run_1/gates.png
Bar = 50 um.
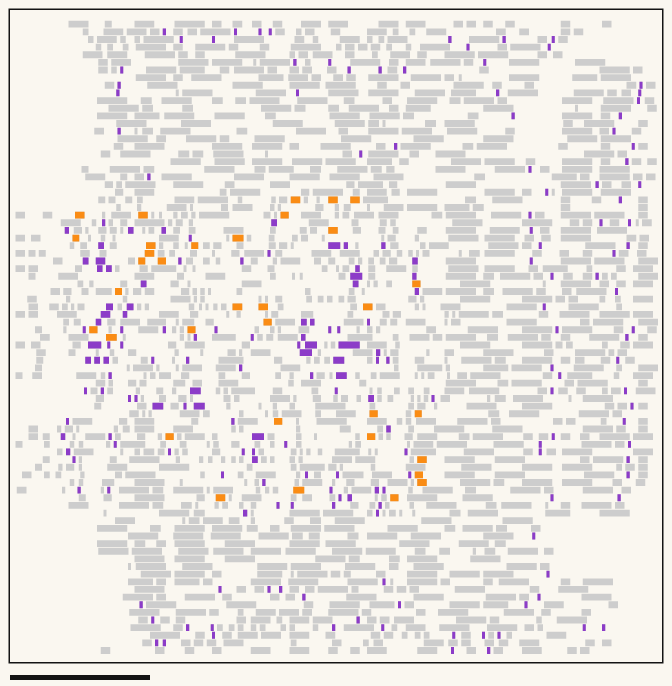
run_1/layers.png
Bar = 50 um.
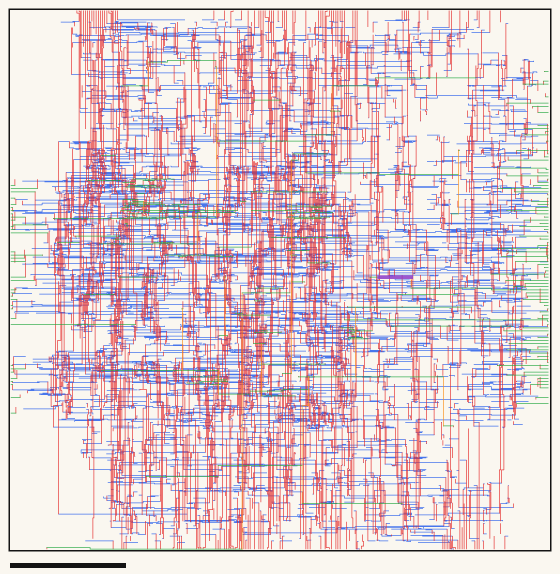
run_1/clock_wires.png
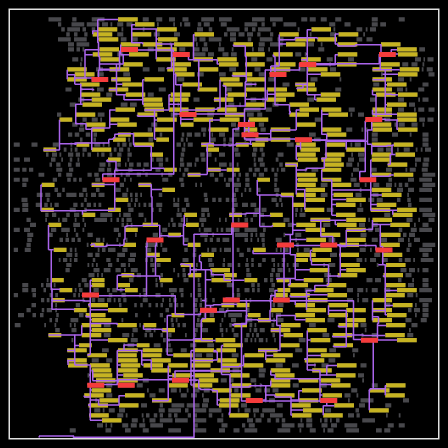
run_1/util_map.png
The die is cut into 23 by 23 equal tiles; dark blue is low, red is high, 0 to 100% covered.
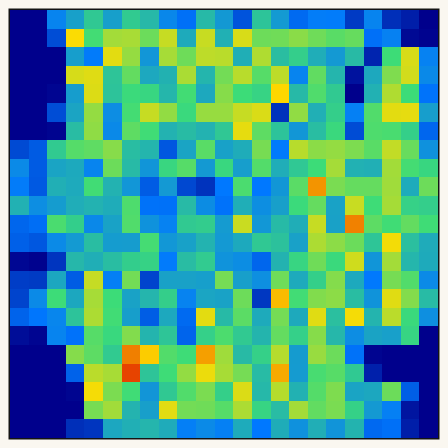
### src/rtl/fetch_unit_pkg.sv
// rtl/fetch_unit_pkg.sv - shared types and constants for the instruction fetch unit
package fetch_unit_pkg;

  localparam int PC_W    = 64;
  localparam int INSTR_W = 32;

  localparam logic [PC_W-1:0]    PC_STEP   = 64'd4;
  localparam logic [INSTR_W-1:0] NOP_INSTR = 32'b0;

  typedef enum logic [1:0] {
    BOOT  = 2'd0,
    RUN   = 2'd1,
    FLUSH = 2'd2
  } fetch_state_t;

  // One fetch-buffer entry: the PC the request was issued for and the returned word.
  typedef struct packed {
    logic [PC_W-1:0]    pc;
    logic [INSTR_W-1:0] instr;
  } fetch_entry_t;

endpackage

### src/rtl/fetch_unit_if.sv
// rtl/fetch_unit_if.sv - control, instruction-memory and IF/ID signals of the fetch unit
interface fetch_unit_if;
  import fetch_unit_pkg::*;

  logic               stall;
  logic               redirect;
  logic [PC_W-1:0]    redirect_pc;
  logic               imem_req_valid;
  logic               imem_req_ready;
  logic [PC_W-1:0]    imem_addr;
  logic               imem_rsp_valid;
  logic [INSTR_W-1:0] imem_rsp_data;
  logic               instr_valid;
  logic [INSTR_W-1:0] instr_out;
  logic [PC_W-1:0]    pc_out;

  // The fetch unit itself.
  modport master (
    input  stall, redirect, redirect_pc,
    input  imem_req_ready, imem_rsp_valid, imem_rsp_data,
    output imem_req_valid, imem_addr,
    output instr_valid, instr_out, pc_out
  );

  // Pipeline control, instruction memory and the IF/ID stage around it.
  modport slave (
    output stall, redirect, redirect_pc,
    output imem_req_ready, imem_rsp_valid, imem_rsp_data,
    input  imem_req_valid, imem_addr,
    input  instr_valid, instr_out, pc_out
  );

endinterface

### src/rtl/fetch_fifo.sv
// rtl/fetch_fifo.sv - small circular FIFO with flush, used for the fetch buffer and PC queue
module fetch_fifo #(
  parameter int WIDTH = 32,
  parameter int DEPTH = 2
) (
  input  logic                       clk,
  input  logic                       rst,
  input  logic                       push,
  input  logic [WIDTH-1:0]           push_data,
  input  logic                       pop,
  input  logic                       flush,
  output logic [WIDTH-1:0]           head,
  output logic [$clog2(DEPTH+1)-1:0] count
);

  localparam int PTR_W = (DEPTH > 1) ? $clog2(DEPTH) : 1;
  localparam int CNT_W = $clog2(DEPTH + 1);
  localparam logic [PTR_W-1:0] LAST_PTR = PTR_W'(DEPTH - 1);
  localparam logic [CNT_W-1:0] FULL_CNT = CNT_W'(DEPTH);

  logic [WIDTH-1:0] mem [DEPTH];
  logic [PTR_W-1:0] rd_ptr;
  logic [PTR_W-1:0] wr_ptr;
  logic             do_pop;
  logic             do_push;

  // Pointers wrap at DEPTH, which need not be a power of two.
  function automatic logic [PTR_W-1:0] next_ptr(input logic [PTR_W-1:0] p);
    return (p == LAST_PTR) ? '0 : p + PTR_W'(1);
  endfunction

  assign do_pop  = pop && (count != '0);
  assign do_push = push && ((count != FULL_CNT) || do_pop);
  assign head    = mem[rd_ptr];

  // Storage write; contents need no reset because count gates every read.
  always_ff @(posedge clk) begin
    if (do_push) begin
      mem[wr_ptr] <= push_data;
    end
  end

  // Pointer and occupancy bookkeeping; flush empties the queue in one cycle.
  always_ff @(posedge clk) begin
    if (!rst || flush) begin
      rd_ptr <= '0;
      wr_ptr <= '0;
      count  <= '0;
    end else begin
      if (do_push) wr_ptr <= next_ptr(wr_ptr);
      if (do_pop)  rd_ptr <= next_ptr(rd_ptr);
      case ({do_push, do_pop})
        2'b10:   count <= count + CNT_W'(1);
        2'b01:   count <= count - CNT_W'(1);
        default: count <= count;
      endcase
    end
  end

endmodule

### src/rtl/fetch_unit.sv
// rtl/fetch_unit.sv - credit-based instruction fetch with in-order buffer and redirect flush
module fetch_unit
  import fetch_unit_pkg::*;
#(
  parameter logic [PC_W-1:0] RESET_PC  = 64'h0,
  parameter int              BUF_DEPTH = 2
) (
  input  logic         clk,
  input  logic         rst,
  fetch_unit_if.master bus
);

  localparam int CNT_W   = $clog2(BUF_DEPTH + 1);
  localparam int ENTRY_W = $bits(fetch_entry_t);
  localparam logic [CNT_W:0] CREDIT_MAX = (CNT_W + 1)'(BUF_DEPTH);

  fetch_state_t     state;
  logic [PC_W-1:0]  pc;
  logic [CNT_W-1:0] outstanding;
  logic [CNT_W-1:0] drop_cnt;
  logic [CNT_W-1:0] buf_count;
  logic [CNT_W-1:0] pcq_count;
  logic [PC_W-1:0]  pcq_head;
  fetch_entry_t     buf_in;
  fetch_entry_t     buf_head;

  logic             credit_ok;
  logic             req_valid;
  logic             req_fire;
  logic             rsp_live;
  logic             rsp_keep;
  logic             head_valid;
  logic             pop_head;
  logic [CNT_W-1:0] out_after_rsp;
  logic [CNT_W-1:0] drop_after;

  // A request may only go out while in-flight plus buffered entries leave room,
  // so a returning response always finds a free buffer slot.
  assign credit_ok = ({1'b0, outstanding} + {1'b0, buf_count}) < CREDIT_MAX;
  assign req_valid = (state == RUN) && credit_ok && !bus.redirect;
  assign req_fire  = req_valid && bus.imem_req_ready;

  // Responses only count against real requests; anything seen while booting or
  // with no request in flight is stale memory traffic and ignored.
  assign rsp_live = bus.imem_rsp_valid && (state != BOOT) && (pcq_count != '0);
  assign rsp_keep = rsp_live && (state == RUN) && !bus.redirect;

  assign head_valid = (buf_count != '0);
  assign pop_head   = head_valid && !bus.stall && !bus.redirect;

  assign out_after_rsp = outstanding - CNT_W'(rsp_live);
  assign drop_after    = drop_cnt - CNT_W'(rsp_live);
  assign buf_in        = '{pc: pcq_head, instr: bus.imem_rsp_data};

  // PCs of in-flight requests, consumed by every response, kept or dropped.
  fetch_fifo #(
    .WIDTH (PC_W),
    .DEPTH (BUF_DEPTH)
  ) u_pc_queue (
    .clk       (clk),
    .rst       (rst),
    .push      (req_fire),
    .push_data (pc),
    .pop       (rsp_live),
    .flush     (1'b0),
    .head      (pcq_head),
    .count     (pcq_count)
  );

  // Fetched instructions waiting for IF/ID; a redirect discards them all.
  fetch_fifo #(
    .WIDTH (ENTRY_W),
    .DEPTH (BUF_DEPTH)
  ) u_fetch_buf (
    .clk       (clk),
    .rst       (rst),
    .push      (rsp_keep),
    .push_data (buf_in),
    .pop       (pop_head),
    .flush     (bus.redirect),
    .head      (buf_head),
    .count     (buf_count)
  );

  // Fetch sequencing: PC advance, redirect handling and draining of stale responses.
  always_ff @(posedge clk) begin
    if (!rst) begin
      state    <= BOOT;
      pc       <= RESET_PC;
      drop_cnt <= '0;
    end else begin
      case (state)
        BOOT: begin
          state <= RUN;
          if (bus.redirect) pc <= bus.redirect_pc;
        end
        RUN: begin
          if (bus.redirect) begin
            pc       <= bus.redirect_pc;
            drop_cnt <= out_after_rsp;
            state    <= (out_after_rsp != '0) ? FLUSH : RUN;
          end else if (req_fire) begin
            pc <= pc + PC_STEP;
          end
        end
        FLUSH: begin
          if (bus.redirect) pc <= bus.redirect_pc;
          drop_cnt <= drop_after;
          if (drop_after == '0) state <= RUN;
        end
        default: state <= BOOT;
      endcase
    end
  end

  // In-flight request count; no requests are issued in FLUSH, so it tracks drop_cnt there.
  always_ff @(posedge clk) begin
    if (!rst) begin
      outstanding <= '0;
    end else begin
      outstanding <= out_after_rsp + CNT_W'(req_fire);
    end
  end

  assign bus.imem_req_valid = req_valid;
  assign bus.imem_addr      = req_valid ? pc : '0;
  assign bus.instr_valid    = head_valid;
  assign bus.instr_out      = head_valid ? buf_head.instr : NOP_INSTR;
  assign bus.pc_out         = head_valid ? buf_head.pc : '0;

endmodule

### src/flat_wrapper.sv
// flat-port wrapper written by rule: the top's interface ports become plain ports
module fetch_unit_flat import fetch_unit_pkg::*;
#(
  parameter logic [PC_W-1:0] RESET_PC  = 64'h0,
  parameter int              BUF_DEPTH = 2
)
  (clk, rst, bus_stall, bus_redirect, bus_redirect_pc, bus_imem_req_ready, bus_imem_rsp_valid, bus_imem_rsp_data, bus_imem_req_valid, bus_imem_addr, bus_instr_valid, bus_instr_out, bus_pc_out);
  fetch_unit_if bus_i ();
  input  logic clk;
  input  logic rst;
  input wire logic [$bits(bus_i.stall)-1:0] bus_stall;
  input wire logic [$bits(bus_i.redirect)-1:0] bus_redirect;
  input wire logic [$bits(bus_i.redirect_pc)-1:0] bus_redirect_pc;
  input wire logic [$bits(bus_i.imem_req_ready)-1:0] bus_imem_req_ready;
  input wire logic [$bits(bus_i.imem_rsp_valid)-1:0] bus_imem_rsp_valid;
  input wire logic [$bits(bus_i.imem_rsp_data)-1:0] bus_imem_rsp_data;
  output wire logic [$bits(bus_i.imem_req_valid)-1:0] bus_imem_req_valid;
  output wire logic [$bits(bus_i.imem_addr)-1:0] bus_imem_addr;
  output wire logic [$bits(bus_i.instr_valid)-1:0] bus_instr_valid;
  output wire logic [$bits(bus_i.instr_out)-1:0] bus_instr_out;
  output wire logic [$bits(bus_i.pc_out)-1:0] bus_pc_out;
  assign bus_i.stall = bus_stall;
  assign bus_i.redirect = bus_redirect;
  assign bus_i.redirect_pc = bus_redirect_pc;
  assign bus_i.imem_req_ready = bus_imem_req_ready;
  assign bus_i.imem_rsp_valid = bus_imem_rsp_valid;
  assign bus_i.imem_rsp_data = bus_imem_rsp_data;
  assign bus_imem_req_valid = bus_i.imem_req_valid;
  assign bus_imem_addr = bus_i.imem_addr;
  assign bus_instr_valid = bus_i.instr_valid;
  assign bus_instr_out = bus_i.instr_out;
  assign bus_pc_out = bus_i.pc_out;
  fetch_unit #(.RESET_PC(RESET_PC), .BUF_DEPTH(BUF_DEPTH)) u_core (.clk(clk), .rst(rst), .bus(bus_i));
endmodule
### config.mk
export PLATFORM = sky130hd
export DESIGN_NAME = fetch_unit_flat
export DESIGN_NICKNAME = d
export VERILOG_FILES = /design/src/rtl/fetch_unit_pkg.sv /design/src/rtl/fetch_unit_if.sv /design/src/rtl/fetch_fifo.sv /design/src/rtl/fetch_unit.sv /design/src/flat_wrapper.sv
export SDC_FILE = /design/constraint.sdc
export NUM_CORES = 1
export LEC_CHECK = 0
export CELL_PAD_IN_SITES_DETAIL_PLACEMENT = 1
export CELL_PAD_IN_SITES_GLOBAL_PLACEMENT = 2
export CORE_UTILIZATION = 33
export CTS_CLUSTER_DIAMETER = 120
export CTS_CLUSTER_SIZE = 16
export DETAILED_ROUTE_END_ITERATION = 16
export PLACE_DENSITY_LB_ADDON = 0.25
export SLEW_MARGIN = 20
export SYNTH_ARGS = -nofsm -noshare
export SYNTH_HDL_FRONTEND = slang
export SYNTH_SLANG_ARGS = --single-unit
### constraint.sdc
create_clock -name clk -period 6.4 [get_ports clk]
set_input_delay 1.28 -clock clk [delete_from_list [all_inputs] [get_ports clk]]
set_output_delay 1.28 -clock clk [all_outputs]
set_load 0.05 [all_outputs]
==> impl_metrics.tcl, run 1 <==
# metrics dict for downstream scripts
set metrics [dict create \
    clock_sinks 400 \
    setup_tns_ns 0 \
    fin_crit_ns 4.60 \
    io-pin-count 264 \
    power_leakage_nw 7.02 \
    worstMarginPinSlew_ns 1.01 \
    fp.dieW_um 232 \
    max_stage_delay_ns 0.60 \
    cts_buffers 28 \
    drt-initial-drc-count 939 \
    status "completed" \
    cts-root-buf "clkbuf_16" \
    critPathSlowestCell "or3b_2" \
    post_cts_buffers 0 \
    gp_congestion 0.798 \
    clk_pin_slew_worst_paths_ns 0.08 \
    ff_type "edfxtp_1" \
    critical_path_class "in2out" \
    irDropWorstVdd_mv 0.189 \
    drv_slew 0 \
    top_area_share_pct 55.0 \
    drive_above_1_share_pct 13.0 \
    async_flop_share_pct 0 \
    dp.cells 2259 \
    dr.pass1.iters 5 \
    critical_path_buf_inv_count 3 \
    yosys_cells 1384 \
    finalClockSkew_ns 0.0215 \
    fin_nets 1716 \
    critPathRequiredTime_ns 5.12 \
]
Notes on gates.png above:
- purple: nor cells (cells 201; most used nor2_1; where all over the die)
- orange: non-inverting ao/oa cells (cells 34; most used a32o_1)
Commonest Layout Cell: edfxtp_1
Comb area share: 26.6%
filler-free cell count of the finished design: 2313

Notes on layers.png above:
- purple: M5 (wire length 13.8 um)
- green: M3 (wire length 2640 um)
- blue: M1 (wire length 23.9 mm)
- red: M2 (wire length 25.9 mm)
- orange: M4 (wire length 545 um)
DR vias: 12400
GRT Util Overall: 19.6%
Final Routed Wirelength: 53000 um
drt wl/cell: 22.9 um

Notes on clock_wires.png above:
- yellow: flip-flops (count 400)
- red: clock-net drivers (count 28)
- purple: clock wires (length 5000 um)
- routed clock nets: 29
clk_lat worst skew: 0.58 ns
Clk power: 1.73 mW

Notes on util_map.png above:
- nearly empty tiles: 10%
- tiles over 75% full: 1.7%
- fullest tile: 92%
- mean over tiles: 40%
FP Core Util: 33.7%
Core ar.: 51800 sq um
post-layout util: 42.9%

[run 1: kinds of logic after synthesis]
kind of cell | after synthesis | share of synthesized area [%]
and+or+nand+nor | 486 | 14.2
DFF | 400 | 64.1
AOI/OAI and AO/OA | 207 | 8.46
muxes | 165 | 9.90
buffers and inverters | 113 | 2.51
xor gates and xnor gates | 8 | 0.401
adders and majority gates | 5 | 0.401
[run 1: worst paths after layout]
check                                 endpoint  slack (ns)  cells after the start
hold reg to reg                       register        0.52                      2
hold / removal                        register        0.52                      2
setup reg to reg  u_core.u_pc_queue.mem[0][51]        2.21                      9
setup / recovery             bus_imem_addr[36]        1.80                      6
[run 1: sequential cells by signal (all words and copies together) (netlist names), 2 cells and up, named ones only]
signal                    count
u_core.outstanding            2
u_core.u_pc_queue.count       2
u_core.state                  2
u_core.pc                    64
u_core.u_fetch_buf.mem      192
u_core.u_fetch_buf.count      2
u_core.drop_cnt               2
u_core.u_pc_queue.mem       128
[run 1: per-stage QoR]
stage / cell area [sq um] / hold WS (ns) / setup slack, ns / total power, mW / utilization, %
floorplan: 17500 / 0.420 / -0.518 / 3.41 / -
global placement: 21400 / 0.482 / 1.71 / 3.71 / 41.3
detailed placement: 21400 / 0.512 / 1.59 / 3.73 / 41.3
CTS: 22200 / 0.525 / 1.78 / 5.46 / 42.9
global route: 22200 / 0.561 / 1.67 / 5.60 / 42.9
finish: 22200 / 0.524 / 1.80 / 5.40 / 42.9
[run 1: where the power goes]
part / leakage (nW) / total (mW) / internal (mW) / switching [mW]
clock: 0.385 / 1.73 / 0.851 / 0.877
combinational: 3.06 / 0.613 / 0.259 / 0.354
sequential: 3.57 / 3.06 / 2.91 / 0.143
[run 1: Yosys cell counts, drive strengths merged, types with 3 or more instances]
master  count
o41ai       3
inv        19
ha          4
and2       61
a31oi      15
a211oi      6
nand2      83
o22ai       7
xnor2       6
or4        18
dfxtp      80
o31a        6
o221ai      3
o211ai     28
nor3       18
and3       12
nand2b      3
a21oi      32
nor2      157
clkbuf     70
and4        4
nand4      40
o21a        4
mux2       64
o21ai      33
a32o       10
a22oi       5
or3b        3
edfxtp    320
nand3      48
o31ai       3
or3         8
o311ai      3
a311oi      7
a32oi      18
nor4       22
mux2i     101
buf        24
[run 1: metal layers]
metal,GRT usage (%),up-vias,wire [um]
met2,33.2,326,25900
met3,2.73,37,2640
met1,26.8,6333,23900
met4,3.21,2,544
li1,-,5731,-
met5,0,-,13
[run 1: layout by cell type (no fill, tap or decap), types with 10 or more instances in the layout]
master and count:
nor2_1 152, clkbuf_1 23, mux2_2 64, clkbuf_16 29, inv_1 18, dfxtp_1 78, nand2_1 83, a31oi_1 15
a32o_1 10, nor3_1 17, buf_4 35, and3_1 12, a32oi_1 18, edfxtp_1 320, buf_12 56, a21oi_1 32
clkdlybuf4s50_1 198, o211ai_1 28, and2_1 61, o21ai_0 32, mux2i_1 101, or4_1 18, nand4_1 38, nand3_1 48
nor4_1 16
[run 1: layout make-up]
class	count	area, sq um	share of cell area (%)
diodes	2	5.00	0.0225
clock buffers	52	812	3.65
inverters	19	71.3	0.321
multi-input cells	871	5910	26.6
flip-flops and latches	400	11200	50.5
well taps	680	851	3.83
repair buffers	289	3370	15.1
==> run 2, diff against run 1 <==
- clock period: 6.4 -> 4.12 ns (I/O delays scaled with it)
==> run 2 against run 1 <==
Effect of this change: global-route usage is essentially flat; cell count grew 0.95%; sequential share of layout area shrank 1.0 points; worst setup slack lost 1.4 ns; die size is the same; cell area grew 2.1%; synthesized area is the same; clock skew grew 0.0051 ns; routed wire length grew 1.1%; worst hold slack lost 0.00060 ns; first-iteration DRC count shrank 34%; combinational power grew 65%; critical path type is now reg2out; highest routed layer unchanged.
==> impl_metrics.tcl, run 2 <==
# metrics dict for downstream scripts
set metrics [dict create \
    async_flop_share_pct 0 \
    routed-wl-met3_um 2120 \
    grt_usage_pct 19.5 \
    min_path_cells 2 \
    worstMarginPinSlew_ns 1.02 \
    post_cts_buffers 0 \
    fin_nets 1738 \
    dr.pass1.iters 7 \
    status "completed" \
    initCoreUtil_pct 33.7 \
    register_area_sq_um 11200 \
    max_flop_register "u_core.u_fetch_buf.mem" \
    top_area_share_pct 55.0 \
    drt-initial-drc-count 618 \
    critical_path_class "reg2out" \
    clock_sinks 400 \
    combGateArea_sq_um 5900 \
    r2r_slack_ns 0.92 \
    critPathRequiredTime_ns 3.30 \
    place_ws_ns 0.359 \
    worst_slack_ns 0.354 \
    drt-met1-wl_um 24600 \
    cts-root-buf "clkbuf_16" \
    ff2ff_path_depth 10 \
    reg_top3 "u_core.u_fetch_buf.mem (192), u_core.u_pc_queue.mem (128), u_core.pc (64)" \
    largest_reg_flops 192 \
    clk_pin_slew_worst_paths_ns 0.08 \
    r2r-end "u_core.u_pc_queue.mem[0][25]" \
    setup_tns_ns 0 \
    drive_above_1_share_pct 14.2 \
    irDropWorstVdd_mv 0.296 \
    vias 12300 \
    routed.top_layer "met5" \
    cts_buffers 28 \
]
-- run 2: worst max path at each step --
stage | startpoint | endpoint | slack, ns | cells after the start
floorplan | u_core.u_fetch_buf.count[0] | u_core.u_pc_queue.mem[0][0] | -0.91 | 9
global placement | bus_redirect | bus_imem_addr[28] | 0.41 | 6
detailed placement | bus_redirect | bus_imem_addr[10] | 0.36 | 6
CTS | u_core.u_fetch_buf.count[0] | bus_imem_addr[10] | 0.25 | 7
global route | u_core.u_fetch_buf.count[0] | bus_imem_addr[39] | 0.14 | 7
finish | u_core.u_fetch_buf.count[0] | bus_imem_addr[39] | 0.35 | 7
-- run 2: through the flow --
stage / utilization (%) / cell area, sq um / total power, mW / hold slack [ns] / instances
final: 43.8 / 22700 / 8.43 / 0.523 / 2335
after global routing: 43.8 / 22700 / 8.71 / 0.543 / 2334
after CTS: 43.8 / 22700 / 8.52 / 0.518 / 2333
after detailed placement: 42.2 / 21900 / 5.84 / 0.502 / 2281
after global placement: 42.2 / 21900 / 5.82 / 0.477 / 2281
after floorplan: - / 17500 / 5.30 / 0.420 / 1384
-- run 2: critical path, stage by stage, from the launching register on --
cell	delay, ns
dfxtp_1	0.41
inv_1	0.12
nor2_1	0.14
fa_1	0.60
nor3_2	0.28
buf_4	0.36
and2_1	0.25
buf_12	0.15
-- run 2: cell families (layout without fill, tap and decap cells) --
group           Yosys count  in the layout  synth area share, %
compound gates          207            207                 8.46
simple gates            486            486                 14.2
mux                     165            165                 9.90
xor+xnor                  8              8                0.401
buf+inv                 113            382                 2.51
fa+ha+maj                 5              5                0.401
flops                   400            400                 64.1
other cells               0              2                    0
-- run 2: final cells by class --
type,count,share of cell area (%)
Tap cell,680,3.75
Inverter,19,0.314
Multi-Input combinational cell,871,26.0
Sequential cell,400,49.4
Antenna cell,2,0.0220
Timing Repair Buffer,311,16.9
Clock buffer,52,3.58
-- run 2: per-layer routing --
| metal | GRT usage, % | vias to the layer above |
|---|---|---|
| met1 | 26.8 | 6217 |
| met4 | 3.68 | 2 |
| met5 | 0 | - |
| met2 | 33.2 | 261 |
| met3 | 2.20 | 49 |
| li1 | - | 5765 |
-- run 2: report_power, final --
group | switching, mW | total (mW) | internal [mW]
Combinational | 0.571 | 1.01 | 0.442
Sequential | 0.207 | 4.73 | 4.52
Clock | 1.36 | 2.68 | 1.32
Total | 2.14 | 8.43 | 6.29
run_2/congestion_map.png
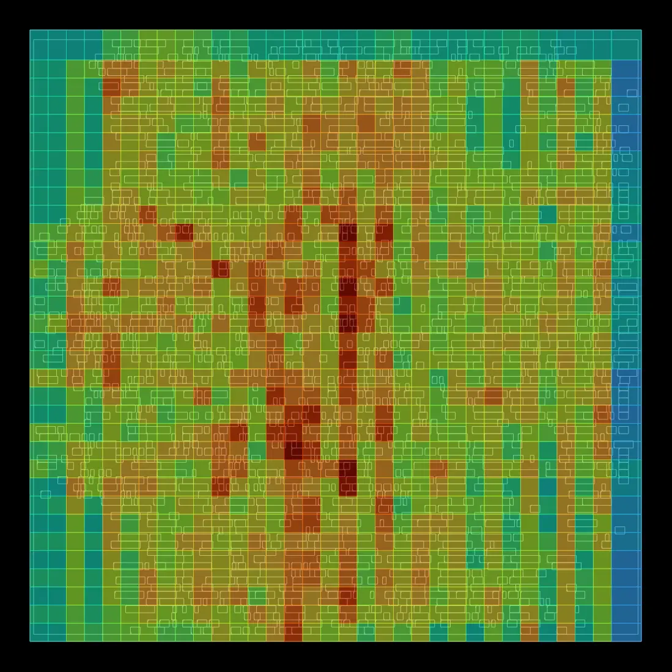
drt wl/cell: 22.9 um
post-layout util: 43.8%
grt met2 use: 33.2%

run_2/clock_wires.png
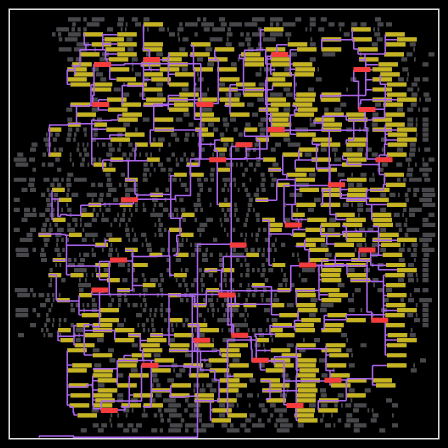
- red: clock-net drivers (count 28)
- yellow: flip-flops (count 400)
- purple: clock wires (length 4970 um)
- flops lie: all over the die
clock power share: 31.8%
clk_lat worst skew: 0.59 ns
clk_skew: 0.0266 ns

Power figures rest on the tool's default switching activity, not on a simulated workload.
